Figure 1. Cell outlines without signal wires (run 1).
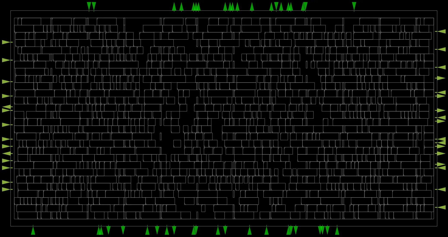
Figure 2. Wiring by layer (run 1).
Scale: 3 px per um. Two of the layers only.
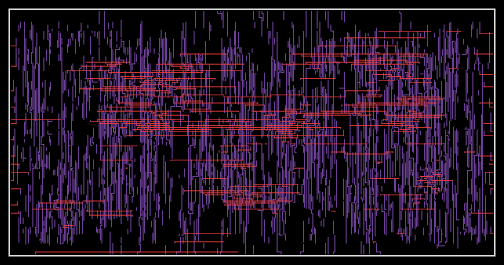
Figure 3. Signal metal coverage by tile (run 1).
Scale: 2 px per um. The die is cut into 32 by 16 equal tiles; dark purple is low, yellow is high, scaled to the fullest tile. Values are wire area over tile area, all layers added.
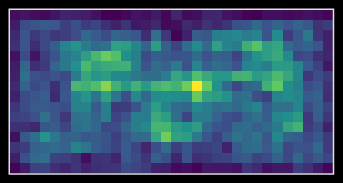
==> src/rtl/calc_pkg.sv <==
// Shared types for the calculator request/response protocol.
package calc_pkg;

    localparam int unsigned DATA_W = 32;
    localparam int unsigned CMD_W  = 4;
    localparam int unsigned RESP_W = 2;
    localparam int unsigned CNT_W  = 4;

    typedef enum logic [CMD_W-1:0] {
        CMD_NOP    = 4'd0,
        CMD_ADD    = 4'd1,
        CMD_SUB    = 4'd2,
        CMD_LSHIFT = 4'd5,
        CMD_RSHIFT = 4'd6
    } calc_cmd_e;

    typedef enum logic [RESP_W-1:0] {
        RESP_NONE    = 2'd0,
        RESP_OK      = 2'd1,
        RESP_IN_ERR  = 2'd2,
        RESP_INT_ERR = 2'd3
    } calc_resp_e;

    typedef enum logic [1:0] {
        ST_IDLE    = 2'd0,
        ST_GET_OP2 = 2'd1,
        ST_EXEC    = 2'd2,
        ST_RESP    = 2'd3
    } calc_state_e;

endpackage

==> src/rtl/calc_alu_core.sv <==
// Combinational calculator datapath: add/sub with range checks, optional shifter.
// Shifter is built only when CALC_SHIFT_EN is defined; otherwise shifts are input errors.
module calc_alu_core
    import calc_pkg::*;
(
    input  logic [CMD_W-1:0]  cmd,
    input  logic [DATA_W-1:0] op1,
    input  logic [DATA_W-1:0] op2,
    output calc_resp_e        resp_c,
    output logic [DATA_W-1:0] data_c
);

`ifdef CALC_SHIFT_EN
    localparam int unsigned SHAMT_W = 5;
`endif

    logic [DATA_W:0] sum_c;

    // Result and response code; anything not explicitly handled is an input error.
    always_comb begin
        sum_c  = {1'b0, op1} + {1'b0, op2};
        resp_c = RESP_IN_ERR;
        data_c = '0;
        case (cmd)
            CMD_ADD: begin
                if (!sum_c[DATA_W]) begin
                    resp_c = RESP_OK;
                    data_c = sum_c[DATA_W-1:0];
                end
            end
            CMD_SUB: begin
                if (op2 <= op1) begin
                    resp_c = RESP_OK;
                    data_c = op1 - op2;
                end
            end
`ifdef CALC_SHIFT_EN
            CMD_LSHIFT: begin
                resp_c = RESP_OK;
                data_c = op1 << op2[SHAMT_W-1:0];
            end
            CMD_RSHIFT: begin
                resp_c = RESP_OK;
                data_c = op1 >> op2[SHAMT_W-1:0];
            end
`endif
            default: begin
                resp_c = RESP_IN_ERR;
                data_c = '0;
            end
        endcase
    end

endmodule

==> src/rtl/calc_port_responder.sv <==
// Single-port calculator responder: cmd+op1, then op2, EXEC_LAT execute cycles,
// then a one-cycle registered response. Optional shifter via CALC_SHIFT_EN.
module calc_port_responder
    import calc_pkg::*;
#(
    parameter int unsigned EXEC_LAT = 1
) (
    input  logic              c_clk,
    input  logic              reset,
    input  logic [CMD_W-1:0]  req_cmd_in,
    input  logic [DATA_W-1:0] req_data_in,
    output logic [RESP_W-1:0] out_resp,
    output logic [DATA_W-1:0] out_data,
    output logic              busy
);

    calc_state_e       state_q, state_d;
    logic [CMD_W-1:0]  cmd_q, cmd_d;
    logic [DATA_W-1:0] op1_q, op1_d;
    logic [DATA_W-1:0] op2_q, op2_d;
    logic [CNT_W-1:0]  cnt_q, cnt_d;
    logic [RESP_W-1:0] resp_d;
    logic [DATA_W-1:0] data_d;
    logic              busy_d;

    calc_resp_e        alu_resp_c;
    logic [DATA_W-1:0] alu_data_c;

    calc_alu_core u_alu (
        .cmd    (cmd_q),
        .op1    (op1_q),
        .op2    (op2_q),
        .resp_c (alu_resp_c),
        .data_c (alu_data_c)
    );

    // Next-state, operand capture and response generation.
    always_comb begin
        state_d = state_q;
        cmd_d   = cmd_q;
        op1_d   = op1_q;
        op2_d   = op2_q;
        cnt_d   = cnt_q;
        resp_d  = '0;
        data_d  = '0;
        case (state_q)
            ST_IDLE: begin
                if (req_cmd_in != '0) begin
                    cmd_d   = req_cmd_in;
                    op1_d   = req_data_in;
                    state_d = ST_GET_OP2;
                end
            end
            ST_GET_OP2: begin
                op2_d   = req_data_in;
                cnt_d   = CNT_W'(EXEC_LAT - 1);
                state_d = ST_EXEC;
            end
            ST_EXEC: begin
                if (cnt_q != '0) begin
                    cnt_d = cnt_q - CNT_W'(1);
                end else begin
                    resp_d  = alu_resp_c;
                    data_d  = alu_data_c;
                    state_d = ST_RESP;
                end
            end
            ST_RESP: begin
                state_d = ST_IDLE;
            end
            default: begin
                state_d = ST_IDLE;
            end
        endcase
        busy_d = (state_d != ST_IDLE);
    end

    // State, operand and output registers with synchronous reset.
    always_ff @(posedge c_clk) begin
        if (reset) begin
            state_q  <= ST_IDLE;
            cmd_q    <= '0;
            op1_q    <= '0;
            op2_q    <= '0;
            cnt_q    <= '0;
            out_resp <= '0;
            out_data <= '0;
            busy     <= 1'b0;
        end else begin
            state_q  <= state_d;
            cmd_q    <= cmd_d;
            op1_q    <= op1_d;
            op2_q    <= op2_d;
            cnt_q    <= cnt_d;
            out_resp <= resp_d;
            out_data <= data_d;
            busy     <= busy_d;
        end
    end

endmodule

==> config.mk <==
export PLATFORM = sky130hd
export DESIGN_NAME = calc_port_responder
export DESIGN_NICKNAME = d
export VERILOG_FILES = /design/src/rtl/calc_pkg.sv /design/src/rtl/calc_alu_core.sv /design/src/rtl/calc_port_responder.sv
export SDC_FILE = /design/constraint.sdc
export NUM_CORES = 1
export LEC_CHECK = 0
export CAP_MARGIN = 10
export CORE_ASPECT_RATIO = 0.5
export CORE_MARGIN = 1
export CORE_UTILIZATION = 58
export DETAILED_ROUTE_END_ITERATION = 16
export PLACE_DENSITY = 0.8
export SYNTH_ARGS = -nofsm -noshare
export SYNTH_HDL_FRONTEND = slang
export SYNTH_SLANG_ARGS = --single-unit
==> constraint.sdc <==
create_clock -name c_clk -period 3 [get_ports c_clk]
set_input_delay 0.6 -clock c_clk [delete_from_list [all_inputs] [get_ports c_clk]]
set_output_delay 0.6 -clock c_clk [all_outputs]
set_load 0.05 [all_outputs]
==> flow_metrics.env, run 1 <==
# implementation run metrics
export IMPL_place_area_um2=8710
export IMPL_ir_drop_mv=0.822
export IMPL_drt_iter0_drc=855
export IMPL_worst_slack_ns=-0.00344
export IMPL_clk_pin_slew_ns=0.07
export IMPL_setup_violations=1
export IMPL_synth_avg_cell_area_um2=8.02
export IMPL_portBuffers=72
export IMPL_h_tree_depth=3
export IMPL_clkSinkCount=109
export IMPL_ys_dominant_reg_cell="dfxtp_1"
export IMPL_clock_root_buffer="clkbuf_16"
export IMPL_grt_pass1_wl_um=35500
export IMPL_drv_slew=0
export IMPL_tool_warnings=62
export IMPL_grt_ovfl_total=0
export IMPL_cts_made_buffers=9
export IMPL_hold_path_class="reg -> reg"
export IMPL_violations="setup timing"
export IMPL_dp_hpwl_um=17000
export IMPL_end_kind="register"
export IMPL_grt_max_degree=76
export IMPL_crit_path_max_incr_delay_ns=0.38
export IMPL_finalInstanceArea_um2=9330
export IMPL_clock_path_buffers=2
export IMPL_die_area_um2=13200
export IMPL_synthDistinctLibCells=85
export IMPL_ys_cells=918
export IMPL_synthesis_nets=1027
export IMPL_cp_max_fo=5
export IMPL_path_cells="inv_1 -> ha_1 -> nand4_1 -> nor3_1 -> o31ai_2 -> nand3_1 -> a41oi_2 -> o21ai_2 -> a311oi_2 -> buf_4 -> or3_1 -> o2111ai_1"
export IMPL_rsz0062_at_grt="true"
export IMPL_worstPathArrival_ns=3.28
export IMPL_hold_buffers=0
export IMPL_antenna_cells=0
export IMPL_edf_count=0
export IMPL_core_area_um2=12100
export IMPL_period_used_pct=100
export IMPL_crit_type="reg -> reg"
export IMPL_antenna_found_initial=0
export IMPL_drc=0
export IMPL_syn_to_final_growth_pct=26.7
export IMPL_hold_worst_slack_ns=0.469
export IMPL_ant_nets=0
export IMPL_place_ws_ns=-0.0180
export IMPL_clk_latency_ns=0.36
export IMPL_clock_skew_ns=0.0132
export IMPL_worst_pin_slew_ns=0.795
export IMPL_required_ns=3.28
export IMPL_hold_viol=0
export IMPL_worst_setup_path_start_kind="register"
export IMPL_fin_nets=1147
export IMPL_status="complete, but fails checks"
export IMPL_mostFrequentLayoutCell="nand2_1"
export IMPL_final_cell_mix="nand2_1, dfxtp_1, a21oi_1, buf_4, nor2_1"
export IMPL_cts_tree="yes"
export IMPL_p_per_area_nw_per_um2=1110
export IMPL_ys_ff=109
export IMPL_synthCells=918
export IMPL_die_h_um=81.7
About Figure 1:
# Taps: 165
flop count: 109
num rows: 28
Post-Route Utilization: 77.2%
Filler cells: 868

About Figure 2:
colour	layer	wire length
purple	M2	10100 um
red	M3	2230 um
drt total wl: 23100 um
Vias: 7569
global-route usage over all layers: 34.6%
DR WL/cell: 19.1 um

About Figure 3:
densest ninth of the die	centre
fullest tile	0.95
nearly empty tiles	1.8%
tiles over half the peak	15%
mean over tiles	0.29

[run 1: where the power goes]
group | internal, W | total [W] | switching [W] | leakage (nW)
registers | 0.00189 | 0.00218 | 0.000291 | 0.898
logic | 0.00266 | 0.00680 | 0.00414 | 2.88
clock network | 0.000747 | 0.00134 | 0.000593 | 0.163
total | 0.00530 | 0.0103 | 0.00503 | 3.94
[run 1: metrics by stage]
stage | setup TNS (ns) | std cells | power (W)
2_1_floorplan | 0 | 918 | 0.00629
3_3_place_gp | -0.0389 | 1189 | 0.00825
3_5_place_dp | -0.0180 | 1189 | 0.00838
4_1_cts | 0 | 1205 | 0.00975
5_1_grt | -0.306 | 1208 | 0.0109
6_report | -0.00344 | 1208 | 0.0103
[run 1: metal layers]
| layer | share of wire, % | track usage [%] | wire (um) | vias to the layer above |
|---|---|---|---|---|
| met5 | 0 | 0 | 0 | - |
| met4 | 1.6 | 8.96 | 375 | 0 |
| met3 | 9.7 | 7.02 | 2230 | 47 |
| met2 | 44 | 56.5 | 10100 | 431 |
| met1 | 45 | 46.9 | 10400 | 3570 |
| li1 | - | - | - | 3521 |
[run 1: synthesized netlist by cell type, types with 17 or more instances]
cell      instances  area [um2]
a21o_1           19         143
a21oi_1          99         495
clkbuf_1         23        86.3
dfxtp_1         109        2180
ha_1             69         863
inv_1            62         233
mux2i_1          33         330
nand2_1         104         390
nor2_1           85         319
nor3_1           17        85.1
o21ai_0          23         115
[run 1: path summary, 6_finish.rpt]
| path | slack, ns | endpoint | from | depth (start not counted) |
|---|---|---|---|---|
| worst min register to register | 0.47 | op1_q[0] | op1_q[0] | 2 |
| worst max register to register | -0.003 | out_data[30] | op2_q[10] | 12 |
| worst max-delay path | -0.003 | out_data[30] | op2_q[10] | 12 |
| worst min-delay path | 0.47 | op1_q[0] | op1_q[0] | 2 |
[run 1: area by class of cell]
type	instances	area (um2)	share of cell area (%)
clock inverters	7	103	1.10
flip-flops and latches	109	2190	23.5
well taps	165	206	2.21
multi-input cells	685	4910	52.6
clock buffers	9	225	2.41
repair buffers	161	1430	15.3
inverters	72	270	2.90
[run 1: flip-flops by register name, summed over array words and instances (netlist names)]
name	count
busy	1
cmd_q	4
cnt_q	4
op1_q	32
op2_q	32
out_data	32
out_resp	2
state_q	2
[run 1: cell families after synthesis]
| group | after synthesis | share of synthesized area [%] |
|---|---|---|
| buffers and inverters | 124 | 7.29 |
| XOR/XNOR | 1 | 0.119 |
| flip-flops | 109 | 29.6 |
| AND-OR/OR-AND | 296 | 28.3 |
| AND/OR/NAND/NOR | 284 | 17.9 |
| adder cells (fa/ha/maj) | 71 | 12.3 |
| multiplexers | 33 | 4.49 |
[run 1: critical path: cells and delay by family, from the launching register on]
family	cells	cell delay, ns
buf+inv	2	0.21
fa+ha+maj	1	0.38
flops	1	0.36
simple gates	4	1.12
compound gates	5	0.86
[run 1: what timing repair did]
action                     in CTS  in global routing
gates resized                   3                 53
pin swaps                       0                 16
buffers inserted                0                  3
setup endpoints to repair       3                 32
Figure 4. Close-up of the layout (run 1).
Region (66, 26) to (96, 56) um. Cells in grey, sequential cells in the stronger grey; small squares are vias.
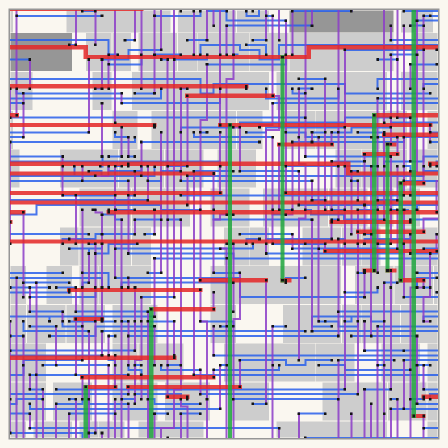

--- run 2 (diff from run 1) ---
Settings changed: RECOVER_POWER set to 100.
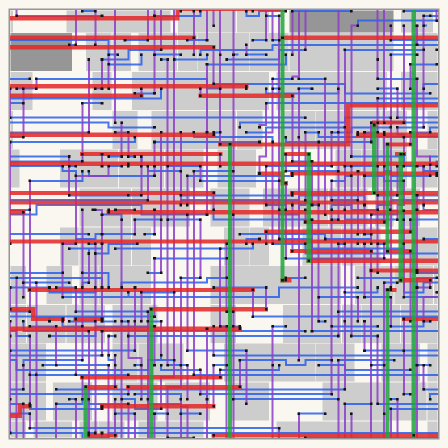
Figure 5: run 2, close-up of the layout.
Region (66, 26) to (96, 56) um. Cells in grey, sequential cells in the stronger grey; small squares are vias.
colour	layer
green	M4
red	M3
blue	M1
purple	M2
netlist names of flops here include	`out_data` (2)
most frequent	buf_4 (12), nand2_1 (6), o21ai_0 (6)
sequential cells in the window	2
cells with their middle in the window	76

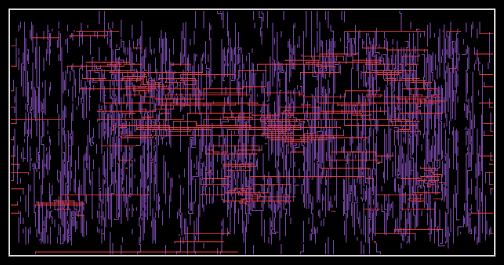
Figure 6: run 2, wiring by layer.
Scale: 3 px per um. Two of the layers only.
colour	layer	wire length
red	M3	2250 um
purple	M2	10100 um
DR WL/cell: 19.1 um
drt total wl: 23100 um
Vias: 7565

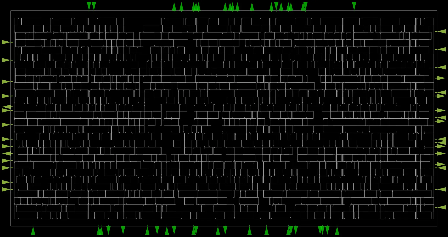
Figure 7: run 2, cell outlines without signal wires.
final std cells w/o fill: 1208
Seq/total area: 23.5%

==> run 2 against run 1 <==
Net effect:
- the flow finishes with violations (capacitance limit, slew limit, setup timing)
- first-iteration DRC count grew 1.1%
- clock skew rose by 0.0013 ns
- fmax hardly changed
- sequential share of layout area increased by 0.060 points
- non-clock buffer count unchanged
- setup slack hardly changed
- utilization is 0.20 points lower
- critical path depth up 1
- sequential power barely moved
- critical endpoint is now out_data[20]
- largest power group unchanged
==> flow_metrics.env, run 2 <==
# implementation run metrics
export IMPL_synth_avg_cell_area_um2=8.02
export IMPL_met2WireLength_um=10100
export IMPL_synth_top_cell_area_share_pct=29.6
export IMPL_clock_path_buffers=2
export IMPL_rsz0062_at_grt="true"
export IMPL_period_used_pct=100
export IMPL_clk_pin_slew_ns=0.08
export IMPL_worst_slack_ns=-0.00391
export IMPL_final_cell_mix="nand2_1, dfxtp_1, a21oi_1, nor2_1, buf_4"
export IMPL_area_leaders="dfxtp_1, ha_1, a21oi_1"
export IMPL_ys_cells=918
export IMPL_worst_pin_slew_ns=1.54
export IMPL_ant_nets=0
export IMPL_cts_tree="yes"
export IMPL_wl_met3_um=2250
export IMPL_power_share_sequential_pct=21.3
export IMPL_clkPwrFrac_pct=13.1
export IMPL_p_switching_w=0.00502
export IMPL_cp_max_fo=12
export IMPL_fillers=876
export IMPL_worst_setup_path_start_kind="register"
export IMPL_combPwrFrac_pct=65.7
export IMPL_worstPathArrival_ns=3.27
export IMPL_power_internal_w=0.00522
export IMPL_antenna_cells=0
export IMPL_die_h_um=81.7
export IMPL_core_area_um2=12100
export IMPL_clk_latency_ns=0.36
export IMPL_synth_seq_share_pct=29.6
export IMPL_grt_ovfl_total=0
export IMPL_dp_hpwl_um=17000
export IMPL_end_kind="register"
export IMPL_top_layer_used="met4"
export IMPL_yosysChipArea_um2=7360
export IMPL_mostFrequentLayoutCell="nand2_1"
export IMPL_clock_root_buffer="clkbuf_16"
export IMPL_synthDistinctLibCells=85
export IMPL_wl_met1_um=10300
export IMPL_drt_iter0_drc=864
export IMPL_drv_slew=76
export IMPL_violations="capacitance limit, slew limit, setup timing"
export IMPL_p_per_area_nw_per_um2=1100
export IMPL_std_cell_rows=28
export IMPL_cap_violations=1
export IMPL_status="complete, but fails checks"
export IMPL_ys_ff=109
export IMPL_h_tree_depth=3
export IMPL_top_cell="dfxtp_1"
export IMPL_cts_made_buffers=9
export IMPL_grt_pass1_wl_um=35500
export IMPL_hold_path_class="reg -> reg"
export IMPL_edf_count=0
export IMPL_ys_dominant_reg_cell="dfxtp_1"
export IMPL_fin_util_pct=77.0
export IMPL_grt_max_degree=76
export IMPL_portBuffers=72
export IMPL_crit_type="reg -> reg"
export IMPL_top_regs="op1_q (32), op2_q (32), out_data (32)"
export IMPL_fin_nets=1147
export IMPL_rrSetupSlack_ns=-0.004
export IMPL_top_cells_by_count="dfxtp_1, nand2_1, a21oi_1"
export IMPL_hold_viol=0
export IMPL_tool_warnings=62
export IMPL_synth_top_cell_by_area="dfxtp_1"
export IMPL_drc=0
export IMPL_ir_drop_mv=0.803
export IMPL_fmax_mhz=333
export IMPL_syn_to_final_growth_pct=26.4
export IMPL_grt_usage_pct=34.6
export IMPL_initial_core_util_pct=60.9
export IMPL_clkSinkCount=109
export IMPL_swShare_pct=49.0
export IMPL_required_ns=3.26
export IMPL_setup_violations=1
export IMPL_die_area_um2=13200
export IMPL_clock_skew_ns=0.0144
export IMPL_hold_buffers=0
==> run 2: cell count changes in the layout (fill, tap and decap cells not counted) <==
| cell | change |
|---|---|
| clkdlybuf4s50_1 | -36 |
| dlygate4sd3_1 | +36 |
| buf_4 | -4 |
| clkbuf_1 | +3 |
| clkbuf_2 | +2 |
| buf_2 | -1 |
| ha_1 | +1 |
| ha_2 | -1 |
| o41ai_1 | +1 |
| o41ai_2 | -1 |
==> run 2: worst paths after layout <==
| kind | start | endpoint | cells past startpoint |
|---|---|---|---|
| worst max-delay path | op2_q[17] | out_data[20] | 13 |
| worst min-delay path | op1_q[0] | op1_q[0] | 2 |
| worst max register to register | op2_q[17] | out_data[20] | 13 |
| worst min register to register | op1_q[0] | op1_q[0] | 2 |
==> run 2: metrics by stage <==
stage | hold slack (ns) | area (um2) | std cells | total power (W) | TNS [ns]
finish | 0.470 | 9310 | 1208 | 0.0102 | -0.00391
global route | 0.503 | 9310 | 1208 | 0.0108 | -0.306
CTS | 0.477 | 9050 | 1205 | 0.00975 | 0
detailed placement | 0.468 | 8710 | 1189 | 0.00838 | -0.0180
global placement | 0.463 | 8710 | 1189 | 0.00825 | -0.0389
floorplan | 0.450 | 7360 | 918 | 0.00629 | 0
==> run 2: power by group through the flow <==
stage	clock network, W	logic (W)	registers, W
2_1_floorplan	0	0.00356	0.00273
4_1_cts	0.00135	0.00624	0.00216
6_report	0.00134	0.00672	0.00218
5_1_grt	0.00140	0.00719	0.00222
3_3_place_gp	0	0.00609	0.00216
3_5_place_dp	0	0.00618	0.00219
==> run 2: worst max-delay path, cell delays in order (launching register included) <==
cell and delay (ns):
dfxtp_1 0.38, inv_1 0.06, ha_1 0.38, inv_1 0.09, a21oi_1 0.27, o211ai_1 0.15, a211oi_1 0.27, buf_4 0.18
o2111ai_4 0.12, and3_4 0.26, nor3_4 0.24, buf_6 0.20, a221oi_1 0.09, a21oi_1 0.23
==> run 2: kinds of logic (layout without fill, tap and decap cells) <==
family	count (synthesis)	in the layout	synth area share, %
AOI/OAI and AO/OA	296	296	28.3
muxes	33	33	4.49
DFF	109	109	29.6
xor gates and xnor gates	1	1	0.119
buffers and inverters	124	249	7.29
and+or+nand+nor	284	284	17.9
adders and majority gates	71	71	12.3
==> run 2: cell type report <==
| type | instances | area [um2] | share of cell area [%] |
|---|---|---|---|
| clock inverter | 7 | 103 | 1.10 |
| tap | 165 | 206 | 2.22 |
| timing repair buffer | 161 | 1410 | 15.2 |
| inverter | 72 | 270 | 2.90 |
| clock buffer | 9 | 225 | 2.42 |
| multi-input combinational | 685 | 4900 | 52.6 |
| sequential | 109 | 2190 | 23.5 |
==> run 2: what timing repair did <==
action	4_1_cts	5_1_grt
resized	3	53
gates cloned	0	0
setup buffers	0	3
setup endpoints to repair	3	32
pin swaps	0	16
==> run 2: per-layer routing <==
layer | global-route usage, % | vias up
met2 | 56.5 | 420
met5 | 0 | -
met4 | 8.96 | 0
li1 | - | 3523
met1 | 46.9 | 3561
met3 | 7.02 | 61
Figure 8. Signal metal coverage by tile (run 2).
Scale: 2 px per um. The die is cut into 32 by 16 equal tiles; dark purple is low, yellow is high, scaled to the fullest tile. Values are wire area over tile area, all layers added.
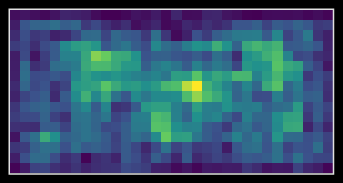

--- run 3 (diff from run 2) ---
--- a/config.mk
+++ b/config.mk
@@ -6,9 +6,10 @@
 export NUM_CORES = 1
 export LEC_CHECK = 0
-export CAP_MARGIN = 10
+export CAP_MARGIN = 20
 export CORE_ASPECT_RATIO = 0.5
 export CORE_MARGIN = 1
 export CORE_UTILIZATION = 58
 export DETAILED_ROUTE_END_ITERATION = 16
+export GPL_TIMING_DRIVEN = 1
 export PLACE_DENSITY = 0.8
 export RECOVER_POWER = 100
==> constraint.sdc (replaced) <==
create_clock -name c_clk -period 3 [get_ports c_clk]
set_input_delay 0.9 -clock c_clk [delete_from_list [all_inputs] [get_ports c_clk]]
set_output_delay 0.9 -clock c_clk [all_outputs]
set_load 0.05 [all_outputs]
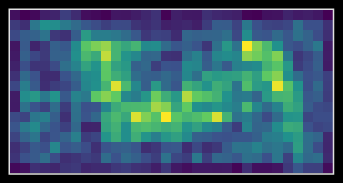
Figure 9: run 3, signal metal coverage by tile.
Scale: 2 px per um. The die is cut into 32 by 16 equal tiles; dark purple is low, yellow is high, scaled to the fullest tile. Values are wire area over tile area, all layers added.
tiles over half the peak	23%
mean over tiles	0.29
nearly empty tiles	1.4%
fullest tile	0.82
densest ninth of the die	centre
Vias: 7550
global-route usage over all layers: 34.5%
DR WL/cell: 18.9 um
drt total wl: 23000 um

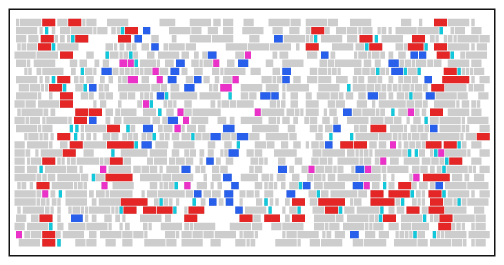
Figure 10: run 3, gate families picked out.
Scale: 3 px per um.
colour	family	cells	most used
red	fa/ha/maj cells	71	ha_1
magenta	and/or cells	27	and3_1
cyan	inv cells	72	inv_1
blue	non-inverting ao/oa cells	55	a21o_1
final std cells w/o fill: 1218
combinational share of cell area: 52.4%
most frequent logic cell in the layout: nand2_1

==> run 3 against run 2 <==
Net effect:
- the flow finishes with violations (capacitance limit, slew limit)
- clock skew is 0.0010 ns lower
- global-route usage is 0.11 points lower
- final area is 1.4% higher
- non-clock buffer count is 10 higher
- combinational power hardly changed
- fmax is 0.25% higher
- worst hold slack better by 0.0096 ns
- critical endpoint is now out_data[2]
- largest cell class unchanged
==> flow_metrics.env, run 3 <==
# implementation run metrics
export IMPL_fmax_mhz=334
export IMPL_violations="capacitance limit, slew limit"
export IMPL_top_cells_by_count="dfxtp_1, nand2_1, a21oi_1"
export IMPL_clk_pin_slew_ns=0.08
export IMPL_holdPathStages=2
export IMPL_antenna_found_initial=0
export IMPL_grt_ovfl_total=0
export IMPL_rr_endpoint="out_data[2]"
export IMPL_crit_path_max_incr_delay_ns=0.34
export IMPL_place_area_um2=8790
export IMPL_crit_family="simple AND/OR/NAND/NOR gates"
export IMPL_h_tree_depth=3
export IMPL_drv_slew=76
export IMPL_cp_slowest_cell="dfxtp_2"
export IMPL_end_kind="register"
export IMPL_rrSetupSlack_ns=0.004
export IMPL_top_regs="op1_q (32), op2_q (32), out_data (32)"
export IMPL_synth_cell_area_um2=7360
export IMPL_area_leaders="dfxtp_1, ha_1, a21oi_1"
export IMPL_die_h_um=81.7
export IMPL_worstPathArrival_ns=3.24
export IMPL_ys_dominant_reg_cell="dfxtp_1"
export IMPL_drc=0
export IMPL_yosysChipArea_um2=7360
export IMPL_portBuffers=72
export IMPL_cts_made_buffers=9
export IMPL_hold_buffers=0
export IMPL_synth_top_cell_by_area="dfxtp_1"
export IMPL_worst_setup_path_start_kind="register"
export IMPL_ys_ff=109
export IMPL_worstHoldEndpoint="op1_q[0]"
export IMPL_top_cell="dfxtp_1"
export IMPL_worst_pin_slew_ns=1.55
export IMPL_antenna_cells=0
export IMPL_timing_rr_start="op2_q[21]"
export IMPL_drt_iter0_drc=776
export IMPL_crit_top_cell="buf_4"
export IMPL_period_used_pct=99.9
export IMPL_ir_drop_mv=0.962
export IMPL_clock_path_buffers=2
export IMPL_synth_seq_share_pct=29.6
export IMPL_yosysWarnings=0
export IMPL_path_cells="inv_1 -> ha_4 -> nor4_4 -> buf_4 -> nand2_1 -> nor3_1 -> a211oi_2 -> buf_4 -> o2111ai_4 -> and3_4 -> nor2_2 -> buf_4 -> a221o_1 -> and3_1"
export IMPL_tool_warnings=62
export IMPL_status="complete, but fails checks"
export IMPL_cp_buffers_inverters=4
export IMPL_clock_root_buffer="clkbuf_16"
export IMPL_syn_to_final_growth_pct=28.1
export IMPL_required_ns=3.25
export IMPL_std_cell_rows=28
export IMPL_final_cell_mix="nand2_1, dfxtp_1, a21oi_1, buf_4, nor2_1"
export IMPL_synthDistinctLibCells=85
export IMPL_p_per_area_nw_per_um2=1080
export IMPL_startpoint="op2_q[21]"
export IMPL_hp_start="op1_q[0]"
export IMPL_grt_max_degree=76
export IMPL_total_power_w=0.0101
export IMPL_fillers=882
export IMPL_dp_hpwl_um=17300
export IMPL_clock_skew_ns=0.0134
export IMPL_hold_worst_slack_ns=0.480
export IMPL_via_per_inst=6.20
export IMPL_grt_pass1_wl_um=35600
export IMPL_reg2regPathDepth=14
export IMPL_cap_violations=1
export IMPL_hold_path_class="reg -> reg"
export IMPL_ys_cells=918
export IMPL_synth_top_cell_area_share_pct=29.6
export IMPL_crit_type="reg -> reg"
export IMPL_setup_violations=0
export IMPL_rsz0062_at_grt="true"
export IMPL_hold_viol=0
export IMPL_fin_nets=1157
export IMPL_clk_latency_ns=0.36
export IMPL_finalInstanceArea_um2=9430
export IMPL_ant_nets=0
export IMPL_synth_avg_cell_area_um2=8.02
export IMPL_clkSinkCount=109
export IMPL_cp_max_fo=6
export IMPL_die_area_um2=13200
export IMPL_edf_count=0
export IMPL_cts_tree="yes"
export IMPL_initial_core_util_pct=60.9
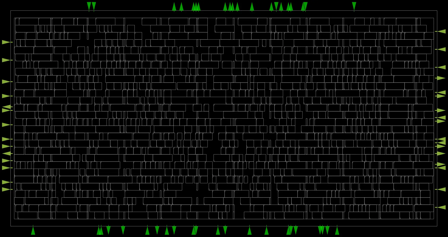
Figure 11: run 3, cell outlines without signal wires.
core area: 12100 um2
Post-Route Utilization: 78.0%
Seq/total area: 23.2%

## run 3: cell types whose count changed in the layout (fill, tap and decap cells not counted), sizes merged
cell | before | now
dlygate4sd3 | 36 | 35
clkinvlp | 0 | 1
bufinv | 2 | 1
clkinv | 1 | 2
clkbuf | 14 | 12
inv | 76 | 75
clkdlybuf4s50 | 35 | 36
buf | 85 | 97
## run 3: kinds of logic after synthesis
logic type / share of synthesized area [%]
compound gates: 28.3
simple gates: 17.9
buf+inv: 7.29
flops: 29.6
fa+ha+maj: 12.3
mux: 4.49
xor+xnor: 0.119
## run 3: through the flow
stage | setup TNS, ns | utilization [%] | setup slack (ns) | std cells
2_1_floorplan | 0 | - | 0.372 | 918
3_3_place_gp | 0 | 72.7 | 0.0493 | 1196
3_5_place_dp | 0 | 72.7 | 0.0366 | 1196
4_1_cts | 0 | 75.3 | 0.0199 | 1212
5_1_grt | -1.02 | 78.0 | -0.0968 | 1218
6_report | 0 | 78.0 | 0.00355 | 1218
## run 3: timing repair
item	CTS	global route
resized	2	59
buffers inserted	0	6
pin swaps	0	12
gates cloned	0	0
setup endpoints to repair	3	30
## run 3: worst max path at each step
stage / endpoint / slack (ns) / cells after the start
after detailed placement: out_data[31] / 0.04 / 11
final: out_data[2] / 0.004 / 14
after global routing: out_data[2] / -0.1 / 14
after CTS: out_data[14] / 0.02 / 12
after floorplan: out_data[2] / 0.37 / 12
after global placement: out_data[23] / 0.05 / 12
## run 3: layout make-up
type / count / area, um2 / area share, %
multi-input cells: 685 / 4940 / 52.4
well taps: 165 / 206 / 2.19
flip-flops and latches: 109 / 2190 / 23.2
inverters: 72 / 270 / 2.87
clock inverters: 7 / 80.1 / 0.849
repair buffers: 171 / 1520 / 16.1
clock buffers: 9 / 225 / 2.39
## run 3: tightest hold or removal path, cell delays in order (launching register included)
cell     delay, ns
dfxtp_2       0.33
nand2_1       0.05
a21oi_1       0.06
## run 3: where the power goes
group          internal [W]  switching (W)
logic               0.00261        0.00411
clock network      0.000661       0.000598
registers           0.00189       0.000278
total               0.00516        0.00498
## run 3: per-layer routing
metal,GRT usage (%),vias up,share of wire (%)
li1,-,3550,-
met2,55.8,408,44
met3,8.23,54,9.8
met1,46.6,3538,44
met5,0,-,0
met4,8.02,0,1.9
Power is estimated from default activity; no workload was simulated.
